**Run 1: local utilization**

The die is cut into 22 by 26 equal tiles; white is low, dark blue is high, 0 to 100% covered.
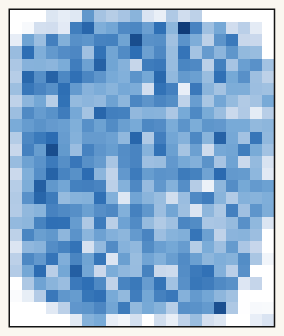
**Run 1: metal 3**

Bar = 50 um.
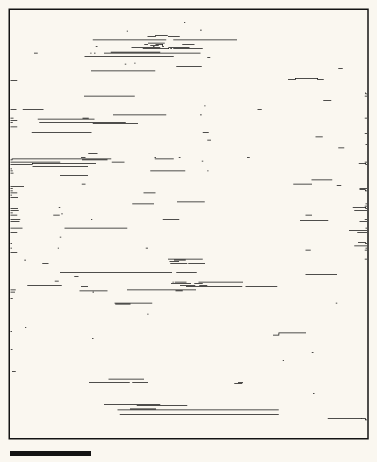
**Run 1: where the registers sit**

Bar = 50 um.
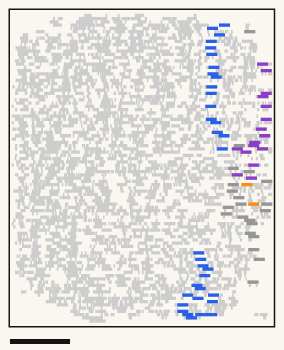
**Run 1: placement view**

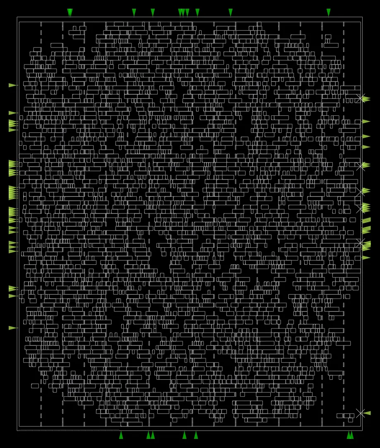
===== src/rtl/bm_noise_mul.sv =====
// Box-Muller output stage: x0 = f*g0, x1 = f*g1 with round/saturate, emitted serially
// as x0 then x1 under ready/valid. Two-stage pipeline: product register, then pair buffer.
`timescale 1ns/1ps
module bm_noise_mul #(
  parameter int F_W    = 17,
  parameter int F_FRAC = 13,
  parameter int G_W    = 16,
  parameter int G_FRAC = 15,
  parameter int X_W    = 16,
  parameter int X_FRAC = 11
) (
  input  logic           clk,
  input  logic           rst,
  input  logic           in_valid,
  output logic           in_ready,
  input  logic [F_W-1:0] f_e,
  input  logic [G_W-1:0] g0,
  input  logic           sign0,
  input  logic [G_W-1:0] g1,
  input  logic           sign1,
  output logic           out_valid,
  input  logic           out_ready,
  output logic [X_W-1:0] out_data,
  output logic           out_sel
);

  localparam int SHIFT = F_FRAC + G_FRAC - X_FRAC;
  localparam int P_W   = F_W + G_W;
  localparam logic [P_W:0] HALF    = (P_W+1)'(1) << (SHIFT-1);
  localparam logic [P_W:0] MAX_MAG = (P_W+1)'((1 << (X_W-1)) - 1);

  typedef enum logic [1:0] {EMPTY, SEND0, SEND1} state_t;

  state_t                  state_reg;
  logic                    v1_reg;
  logic [X_W-1:0]          x1_hold_reg;
  logic [1:0][G_W-1:0]     g_in;
  logic [1:0]              s_in;
  logic [1:0][X_W-1:0]     x_next;
  logic                    adv;
  logic                    accept;

  // Round half up on the magnitude, clamp to +full scale, then apply the sign,
  // so the result is symmetric and never reaches -2^(X_W-1).
  function automatic logic [X_W-1:0] round_sat(input logic [P_W-1:0] p_in, input logic neg);
    logic [P_W:0]   m;
    logic [X_W-1:0] mag;
    m   = ({1'b0, p_in} + HALF) >> SHIFT;
    mag = (m > MAX_MAG) ? MAX_MAG[X_W-1:0] : m[X_W-1:0];
    return neg ? -mag : mag;
  endfunction

  assign g_in = {g1, g0};
  assign s_in = {sign1, sign0};

  assign adv      = (state_reg == EMPTY) || (state_reg == SEND1 && out_ready);
  assign in_ready = !rst && (!v1_reg || adv);
  assign accept   = in_valid && in_ready;

  genvar gi;
  generate
    for (gi = 0; gi < 2; gi++) begin : g_lane
      logic [P_W-1:0] p_reg;
      logic           sign_reg;
      always_ff @(posedge clk or posedge rst) begin
        if (rst) begin
          p_reg    <= '0;
          sign_reg <= 1'b0;
        end else if (accept) begin
          p_reg    <= P_W'(f_e) * P_W'(g_in[gi]);
          sign_reg <= s_in[gi];
        end
      end
      assign x_next[gi] = round_sat(p_reg, sign_reg);
    end
  endgenerate

  always_ff @(posedge clk or posedge rst) begin
    if (rst) begin
      v1_reg <= 1'b0;
    end else if (accept) begin
      v1_reg <= 1'b1;
    end else if (v1_reg && adv) begin
      v1_reg <= 1'b0;
    end
  end

  // Output FSM; x0 goes straight to out_data, x1 waits in the hold register.
  always_ff @(posedge clk or posedge rst) begin
    if (rst) begin
      state_reg   <= EMPTY;
      out_valid   <= 1'b0;
      out_data    <= '0;
      out_sel     <= 1'b0;
      x1_hold_reg <= '0;
    end else begin
      case (state_reg)
        EMPTY: begin
          if (v1_reg) begin
            out_data    <= x_next[0];
            x1_hold_reg <= x_next[1];
            out_sel     <= 1'b0;
            out_valid   <= 1'b1;
            state_reg   <= SEND0;
          end
        end
        SEND0: begin
          if (out_ready) begin
            out_data  <= x1_hold_reg;
            out_sel   <= 1'b1;
            state_reg <= SEND1;
          end
        end
        SEND1: begin
          if (out_ready) begin
            if (v1_reg) begin
              out_data    <= x_next[0];
              x1_hold_reg <= x_next[1];
              out_sel     <= 1'b0;
              state_reg   <= SEND0;
            end else begin
              out_valid <= 1'b0;
              state_reg <= EMPTY;
            end
          end
        end
        default: begin
          out_valid <= 1'b0;
          state_reg <= EMPTY;
        end
      endcase
    end
  end

endmodule


===== config.mk =====
export PLATFORM = sky130hd
export DESIGN_NAME = bm_noise_mul
export DESIGN_NICKNAME = d
export VERILOG_FILES = /design/src/rtl/bm_noise_mul.sv
export SDC_FILE = /design/constraint.sdc
export NUM_CORES = 1
export LEC_CHECK = 0
export CAP_MARGIN = 20
export CELL_PAD_IN_SITES_DETAIL_PLACEMENT = 0
export CELL_PAD_IN_SITES_GLOBAL_PLACEMENT = 2
export CORE_ASPECT_RATIO = 1.2
export CORE_UTILIZATION = 37
export DETAILED_ROUTE_END_ITERATION = 16
export PLACE_DENSITY_LB_ADDON = 0.1
export SYNTH_ARGS = -nofsm -noshare
export SYNTH_HDL_FRONTEND = slang
export SYNTH_SLANG_ARGS = --single-unit

===== constraint.sdc =====
create_clock -name clk -period 2.9 [get_ports clk]
set_input_delay 0.58 -clock clk [delete_from_list [all_inputs] [get_ports clk]]
set_output_delay 0.58 -clock clk [all_outputs]
set_load 0.005 [all_outputs]

==> results.yml, run 1 <==
# synthesis and place-and-route metrics
clocking:
  root_buffer: "clkbuf_16"
  cts_hold_buf: 0
  h-tree-depth: 3
  clk_pin_slew_ns: 0.06
finish:
  synthToLayoutAreaGrowth_pct: 31.92
  largest_register_ff_count: 34
  nNetsFinal: 3495
  drive_gt1_frac: 0.2565
  regArea_um2: 1827
  nFillCells: 5505
  multiInputGateArea_um2: 18150
logic_synthesis:
  synth_cells: 2427
  fp_nets: 3104
  edf_count: 0
  netlist.area_leader.share: 0.3907
  ys_sh_simple: 0.1918
  yosys-top-cells-area: "fa_1, ha_1, dfrtp_1"
  adder_share: 0.5134
  synthArstFlopShare: 1.000
  netlist_area_um2: 21210
  top_area_cell: "fa_1"
  ys_sh_mux: 0.006606
  synth-seq-cells: 73
  ys_seq_frac: 0.08612
  ys_sh_xor: 0.02849
  yosys_area_um2: 21210
  topCombFamilyByArea: "adder cells"
  syn_area_per_cell_um2: 8.740
setup_path:
  path_max_fanout: 6
  ff2ff_setup_slack_ns: -0.07
  rr_worst_depth: 12
  worstSetupPathType: "in -> reg"
  arrival_ns: 6.27
  endpoint: "g_lane[1].p_reg[32]"
  start_kind: "input port"
  crit_required_ns: 3.14
floorplan:
  fp.dieH_um: 264.3
  dieWidth_um: 220.6
  dieArea_um2: 58300
  fp_util: 0.3765
sta:
  finalSetupViolCount: 35
  setup_slack_ns: -3.133
  worst_slew_pin_slew_ns: 0.9634
  slew-limit-headroom: 0.3577
  hold_viol: 0
  rsz0062_at_grt: "yes"
  drv_slew: 0
global_routing:
  antenna_found_initial: 4
  grtUsageMet1: 0.2817
  grt_util_met2: 0.4269
  grt_pass1_wl_mm: 103.5
  grt_max_degree: 74
  grt_overflow: 0
  met3_usage: 0.02683
routing:
  drc: 6
  first_pass_iters: 12
  drtIter0Drc: 587
  vias_per_cell: 4.858
placement:
  dp_hpwl_mm: 51.94
  place_area_um2: 25380
  io_buffers: 73
  gp_congestion: 0.8342
job:
  tool_warnings: 29
  drv_cap: 0
status:
  status: "complete, but fails checks"
  violations: "design-rule violations, negative setup slack"
hold_path:
  min_to: "out_data[3]"
  hp-class: "reg -> reg"
  min-delay-start: "out_data[3]"
Notes on 'local utilization' above:
nearly empty tiles: 5.9%
fullest tile: 95%
mean over tiles: 46%
tiles over 75% full: 3.8%

Notes on 'metal 3' above:
wire length on this layer: 2060 um
longest straight run: 99.4 um
nets with wire on the layer: 134
share of all routed wire: 3.2%

Notes on 'where the registers sit' above:
| name in the netlist | colour | flops |
|---|---|---|
| out_data | purple | 16 |
| state_reg | orange | 2 |
| g_lane.p_reg | blue | 34 |

Notes on 'placement view' above:
flop share of the area: 0.06528
Finished Layout Cells: 3551
total core area: 56340 um2

-- run 1: metrics by stage --
stage	hold slack, ns	utilization
after floorplan	0.4418	-
after global placement	0.4595	0.4505
after detailed placement	0.4692	0.4505
after CTS	0.4835	0.4875
after global routing	0.5068	0.4967
final	0.4746	0.4967
-- run 1: cell usage in the layout (no fill, tap or decap), types with 9 or more instances in the layout --
| cell type | count |
|---|---|
| clkdlybuf4s50_1 | 26 |
| xnor2_1 | 30 |
| clkbuf_16 | 10 |
| nand2_2 | 11 |
| o21ai_1 | 29 |
| buf_12 | 41 |
| buf_6 | 63 |
| fa_1 | 388 |
| dfrtp_1 | 73 |
| buf_2 | 16 |
| a21oi_2 | 12 |
| nand3_1 | 24 |
| inv_2 | 42 |
| a21oi_1 | 43 |
| nand4_1 | 26 |
| and2_4 | 40 |
| nand2_1 | 400 |
| and3_1 | 14 |
| o21ai_0 | 45 |
| buf_8 | 10 |
| nor2_1 | 32 |
| a21o_1 | 23 |
| ha_1 | 180 |
| buf_4 | 314 |
| inv_1 | 427 |
| nand2b_1 | 9 |
| xor2_1 | 30 |
| and2_1 | 206 |
| ha_4 | 22 |
| o31ai_1 | 9 |
| fa_2 | 26 |
-- run 1: synth_stat cells (8+ instances only) --
library cell,n
mux2i_1,8
o31ai_1,13
dfrtp_1,73
nand2b_1,10
and2_1,246
nand2_1,417
inv_1,470
xor2_1,30
nor2_1,37
fa_1,414
a21o_1,23
clkbuf_1,114
xnor2_1,39
o21ai_0,76
nand3_1,26
nor3_1,8
a21oi_1,59
ha_1,208
a211oi_1,8
nand4_1,26
and3_1,16
o21a_1,9
-- run 1: layer usage --
metal | part of all wire | vias up | wire (um)
li1 | - | 8196 | -
met2 | 0.53 | 248 | 34300
met5 | 0.00035 | - | 23
met4 | 0.030 | 4 | 1950
met1 | 0.41 | 8718 | 26810
met3 | 0.032 | 83 | 2058
-- run 1: cell type report --
type | instances | share of cell area
diodes | 1 | 0.00008942
clock buffers | 11 | 0.009032
clock inverters | 5 | 0.004471
inverters | 470 | 0.06318
multi-input cells | 1761 | 0.6487
flip-flops and latches | 73 | 0.06528
well taps | 727 | 0.03250
repair buffers | 503 | 0.1768
-- run 1: worst max-delay path, cell delays in order --
cell	delay, ns
buf_6	0.13
buf_6	0.13
and2_4	0.13
fa_1	0.55
inv_2	0.04
fa_1	0.51
inv_2	0.04
fa_1	0.55
fa_1	0.44
fa_1	0.52
fa_1	0.47
ha_4	0.20
a2111oi_4	0.32
o21ai_1	0.11
a22o_1	0.28
a21o_1	0.25
a221o_2	0.45
a221o_1	0.35
xnor2_1	0.14
o21ai_1	0.08
-- run 1: repair_timing --
| action | in CTS | in global routing |
|---|---|---|
| pin swaps | 135 | 129 |
| buffers inserted | 81 | 27 |
| endpoints found under the setup margin | 38 | 42 |
| cloned | 19 | 1 |
| gates resized | 344 | 164 |
==> inputs of run 2 (changes only) <==
CORE_MARGIN = 4   (was not set)
CTS_BUF_LIST = sky130_fd_sc_hd__clkbuf_16   (was not set)
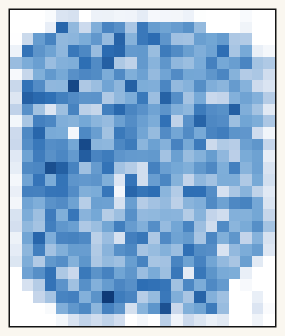
**Above:** run 2 (local utilization).
The die is cut into 23 by 27 equal tiles; white is low, dark blue is high, 0 to 100% covered.
tiles over 75% full: 4.0%
mean over tiles: 44%
fullest tile: 96%
nearly empty tiles: 7.7%

==> run 2 against run 1 <==
  * The run ends with negative setup slack left
  * Global-route usage decreased by 1.4 points
  * Register-to-register slack improved by 0.02 ns
  * Critical path type unchanged
  * Fmax down 1.1%
  * Highest routed layer unchanged
  * Sequential share of layout area grew 0.075 points
  * Hold slack got worse by 0.0016 ns
  * Non-clock buffer count is 24 lower
==> results.yml, run 2 <==
# synthesis and place-and-route metrics
status:
  status: "complete, but fails checks"
  violations: "negative setup slack"
logic_synthesis:
  top_area_cell: "fa_1"
  topCombFamilyByArea: "adder cells"
  netlist.area_leader.share: 0.3907
  adder_share: 0.5134
  yosys-top-cells-area: "fa_1, ha_1, dfrtp_1"
  fp_nets: 3104
  top_cells_by_count: "inv_1, nand2_1, fa_1"
  netlist_area_um2: 21210
  syn_area_per_cell_um2: 8.740
  ys_seq_frac: 0.08612
  ys_sh_simple: 0.1918
  synthArstFlopShare: 1.000
  ys_sh_mux: 0.006606
  edf_count: 0
sta:
  drv_slew: 0
  finalSetupViolCount: 35
  worst_slew_pin_slew_ns: 0.9564
  setup_slack_ns: -3.202
  hold_viol: 0
  rsz0062_at_grt: "yes"
  slew-limit-headroom: 0.3624
placement:
  dp_hpwl_mm: 51.25
  io_buffers: 73
  gp_congestion: 0.8388
floorplan:
  dieArea_um2: 61240
  coreArea_um2: 56340
  dieWidth_um: 226.6
finish:
  drive_gt1_frac: 0.2394
  nNetsFinal: 3471
  layout_top_cells: "inv_1, nand2_1, fa_1, buf_4, and2_1"
  synthToLayoutAreaGrowth_pct: 30.42
  finish.utilization: 0.4910
  lay_top_count: "inv_1"
setup_path:
  slowest_delay_ns: 0.55
  crit_top_cell: "fa_1"
  arrival_ns: 6.34
  slowest_stage: "fa_1"
  path_max_fanout: 5
  crit_required_ns: 3.14
  cp_top_family: "adder cells"
  start_kind: "input port"
  ff2ff_setup_slack_ns: -0.05
global_routing:
  grt_max_degree: 74
  antenna_found_initial: 4
  grt_pass1_wl_mm: 105.0
routing:
  m1WireLength_mm: 26.98
  drc: 0
  vias_per_cell: 4.873
  wl_met3_mm: 2.191
  met2_wirelength_mm: 33.87
  first_pass_iters: 5
job:
  tool_warnings: 29
  drv_cap: 0
clocking:
  h-tree-depth: 3
  cts_hold_buf: 0
  clk_pin_slew_ns: 0.06
-- run 2: cell counts after synthesis --
Identical to the previous run, type by type.
-- run 2: logic make-up (layout without fill, tap and decap cells) --
group | Yosys count | in the layout
AND/OR/NAND/NOR | 824 | 824
flip-flops | 73 | 73
AND-OR/OR-AND | 233 | 233
buffers and inverters | 593 | 965
other | 0 | 1
XOR/XNOR | 69 | 69
adder cells (fa/ha/maj) | 622 | 622
multiplexers | 13 | 13
-- run 2: per-stage QoR --
stage / cell area [um2] / std cells / hold slack, ns
final: 27670 / 3527 / 0.4730
after floorplan: 21690 / 2427 / 0.4418
after CTS: 27090 / 3504 / 0.4803
after detailed placement: 25340 / 3416 / 0.4680
after global placement: 25340 / 3416 / 0.4625
after global routing: 27660 / 3526 / 0.4967
-- run 2: path summary, 6_finish.rpt --
check | cells past startpoint | from | to
max | 21 | f_e[6] | g_lane[1].p_reg[32]
min | 2 | out_data[4] | out_data[4]
max reg2reg | 13 | g_lane[1].p_reg[24] | x1_hold_reg[14]
min reg2reg | 2 | out_data[4] | out_data[4]
max in group asynchronous | 3 | rst | g_lane[0].p_reg[25]
min in group asynchronous | 3 | rst | g_lane[1].sign_reg
-- run 2: worst reg2reg max path, cell delays in order, from the launching register on --
cell and delay, ns:
dfrtp_1 0.36, nand4_1 0.18, nor4_4 0.38, buf_4 0.18
mux2i_2 0.22, and2_4 0.19, ha_4 0.12, and3_4 0.17
nand3b_1 0.11, o41a_1 0.37, a21oi_2 0.13, a21boi_2 0.18
xor2_1 0.16, o21ai_1 0.07
-- run 2: final cells by class --
| class | instances | area (um2) |
|---|---|---|
| fillers | 5504 | 28680 |
| inverters | 470 | 1768 |
| diodes | 1 | 2.502 |
| repair buffers | 479 | 4667 |
| well taps | 727 | 909.6 |
| multi-input cells | 1761 | 18160 |
| clock inverters | 7 | 110.1 |
| clock buffers | 9 | 225.2 |
| flip-flops and latches | 73 | 1827 |
-- run 2: timing repair --
item                       4_1_cts  5_1_grt
gates resized                  313      148
setup endpoints to repair       38       50
hold endpoints to repair         0        0
setup buffers                   53       31
gates cloned                    22        1
pin swaps                      102      128
-- run 2: metal layers --
| metal | vias up | global-route usage |
|---|---|---|
| met1 | 8650 | 0.2725 |
| li1 | 8150 | - |
| met5 | - | 0 |
| met4 | 4 | 0.06923 |
| met2 | 287 | 0.3957 |
| met3 | 96 | 0.02479 |
==> inputs of run 3 (changes only) <==
CORE_MARGIN = 5   (was 4)
CORE_UTILIZATION = 38   (was 37)
clock period = 6 ns   (was 2.9 ns; I/O delays follow)
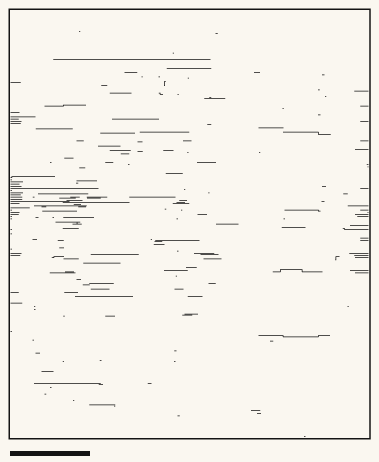
**Above:** run 3 (metal 3).
Bar = 50 um.
longest straight run: 98.4 um
nets with wire on the layer: 140

==> run 3 against run 2 <==
  * The run still ends with negative setup slack left
  * Non-clock buffer count is 52 lower
  * Clock skew is 0.0022 ns lower
  * Core utilization is 0.32 points higher
  * Global-route usage is 0.33 points higher
  * Hold slack better by 0.0039 ns
  * Clock-buffer cell count stayed put
  * Register-to-register slack better by 2.3 ns
  * Critical path depth is 4 higher
  * Via count is 1.5% lower
==> results.yml, run 3 <==
# synthesis and place-and-route metrics
finish:
  nNetsFinal: 3419
  drive_gt1_frac: 0.2272
  synthToLayoutAreaGrowth_pct: 28.23
  lay_top_count: "inv_1"
  finish.utilization: 0.4942
  layout_top_cells: "inv_1, nand2_1, fa_1, buf_4, and2_1"
  largest_register_ff_count: 34
  nFillCells: 5335
routing:
  wl_mm: 64.63
  vias_per_cell: 4.882
  drtIter0Drc: 781
  first_pass_iters: 5
  drc: 0
logic_synthesis:
  fp_nets: 3104
  synth_cells: 2427
  synthArstFlopShare: 1.000
  ys_seq_frac: 0.08612
  top_cells_by_count: "inv_1, nand2_1, fa_1"
  top_area_cell: "fa_1"
  ff_type: "dfrtp_1"
  synth-seq-cells: 73
  netlist.area_leader.share: 0.3907
  ys_types: 65
  most_common_cell: "inv_1"
  netlist_area_um2: 21210
  edf_count: 0
  syn_area_per_cell_um2: 8.740
  yosys_area_um2: 21210
  yosys-top-cells-area: "fa_1, ha_1, dfrtp_1"
setup_path:
  path_max_fanout: 5
  cp_top_family: "adder cells"
  worstReg2RegStart: "g_lane[0].p_reg[16]"
  worstSetupPathType: "in -> reg"
  slowest_stage: "fa_1"
  crit_top_cell: "fa_1"
  ff2ff_setup_slack_ns: 2.25
  arrival_ns: 6.94
  rr_worst_depth: 13
  slowest_delay_ns: 0.56
  crit_required_ns: 6.24
  r2r-end: "out_data[14]"
  path_buffers: 8
  start_kind: "input port"
sta:
  drv_slew: 0
  setup_slack_ns: -0.7026
  rsz0062_at_grt: "yes"
  min_period_ns: 6.703
  hold_viol: 0
  hold_ws_ns: 0.4769
  worst_slew_pin_slew_ns: 0.8468
  clock_skew_ns: 0.01102
  slew-limit-headroom: 0.4355
  finalSetupViolCount: 33
job:
  tool_warnings: 29
  drv_cap: 0
global_routing:
  grtUsageMet1: 0.2749
  grtUsageTotal: 0.2224
  busiest_layer: "met2"
  antenna_found_initial: 3
  grt_util_met2: 0.4078
  grt_pass1_wl_mm: 106.3
  grt_overflow: 0
  grt_max_degree: 57
  met3_usage: 0.02014
clocking:
  h-tree-depth: 3
  root_buffer: "clkbuf_16"
  cts_hold_buf: 0
  cts_sinks: 73
  clk_pin_slew_ns: 0.06
status:
  status: "complete, but fails checks"
  violations: "negative setup slack"
floorplan:
  dieArea_um2: 60670
  coreArea_um2: 55040
  dieWidth_um: 225.7
  fp.dieH_um: 268.8
  fp_util: 0.3854
  io_pins: 74
hold_path:
  hp-class: "reg -> reg"
  min_to: "out_data[9]"
  holdPathStages: 2
  min-delay-start: "out_data[9]"
placement:
  io_buffers: 73
  gp_congestion: 0.8530
  dp_hpwl_mm: 50.88
[run 3: cell counts after synthesis]
No cell type changed its count.
[run 3: cell families after synthesis]
family,share of synthesized area
muxes,0.006606
AOI/OAI and AO/OA,0.06830
and+or+nand+nor,0.1918
adders and majority gates,0.5134
DFF,0.08612
buffers and inverters,0.1053
xor gates and xnor gates,0.02849
[run 3: worst max path at each step]
stage / startpoint / to / slack, ns / depth (start not counted)
finish: f_e[6] / g_lane[0].p_reg[31] / -0.70 / 25
global placement: f_e[7] / g_lane[0].p_reg[31] / -1.49 / 24
detailed placement: f_e[7] / g_lane[0].p_reg[31] / -1.51 / 24
global route: f_e[6] / g_lane[1].p_reg[28] / -0.93 / 22
CTS: f_e[6] / g_lane[1].p_reg[28] / -0.72 / 22
floorplan: g1[4] / g_lane[1].p_reg[32] / -0.61 / 21
[run 3: final cells by class]
type | instances | area [um2] | share of cell area
Inverter | 470 | 1765 | 0.06490
Clock inverter | 7 | 38.79 | 0.001426
Timing Repair Buffer | 427 | 4408 | 0.1621
Clock buffer | 9 | 225.2 | 0.008280
Sequential cell | 73 | 1827 | 0.06716
Tap cell | 720 | 900.9 | 0.03312
Multi-Input combinational cell | 1761 | 18030 | 0.6629
Antenna cell | 2 | 5.005 | 0.0001840
[run 3: worst min-delay path, delay by kind of cell, from the launching register on]
family / cells / cell delay, ns
simple gates: 1 / 0.05
flops: 1 / 0.34
compound gates: 1 / 0.06
[run 3: metrics by stage]
step | std cells | instance area [um2]
after floorplan | 2427 | 21620
after global placement | 3332 | 24700
after detailed placement | 3332 | 24700
after CTS | 3466 | 26940
after global routing | 3467 | 27200
final | 3469 | 27200
[run 3: timing repair]
item | CTS | global route
endpoints found under the hold margin | 0 | 0
setup buffers | 98 | 10
resized | 343 | 109
pin swaps | 156 | 98
endpoints found under the setup margin | 34 | 34
cloned | 21 | 0
[run 3: metal layers]
metal	share of wire	wire length, um
met1	0.41	26540
met2	0.52	33870
met3	0.027	1725
met4	0.038	2468
met5	0.00037	24
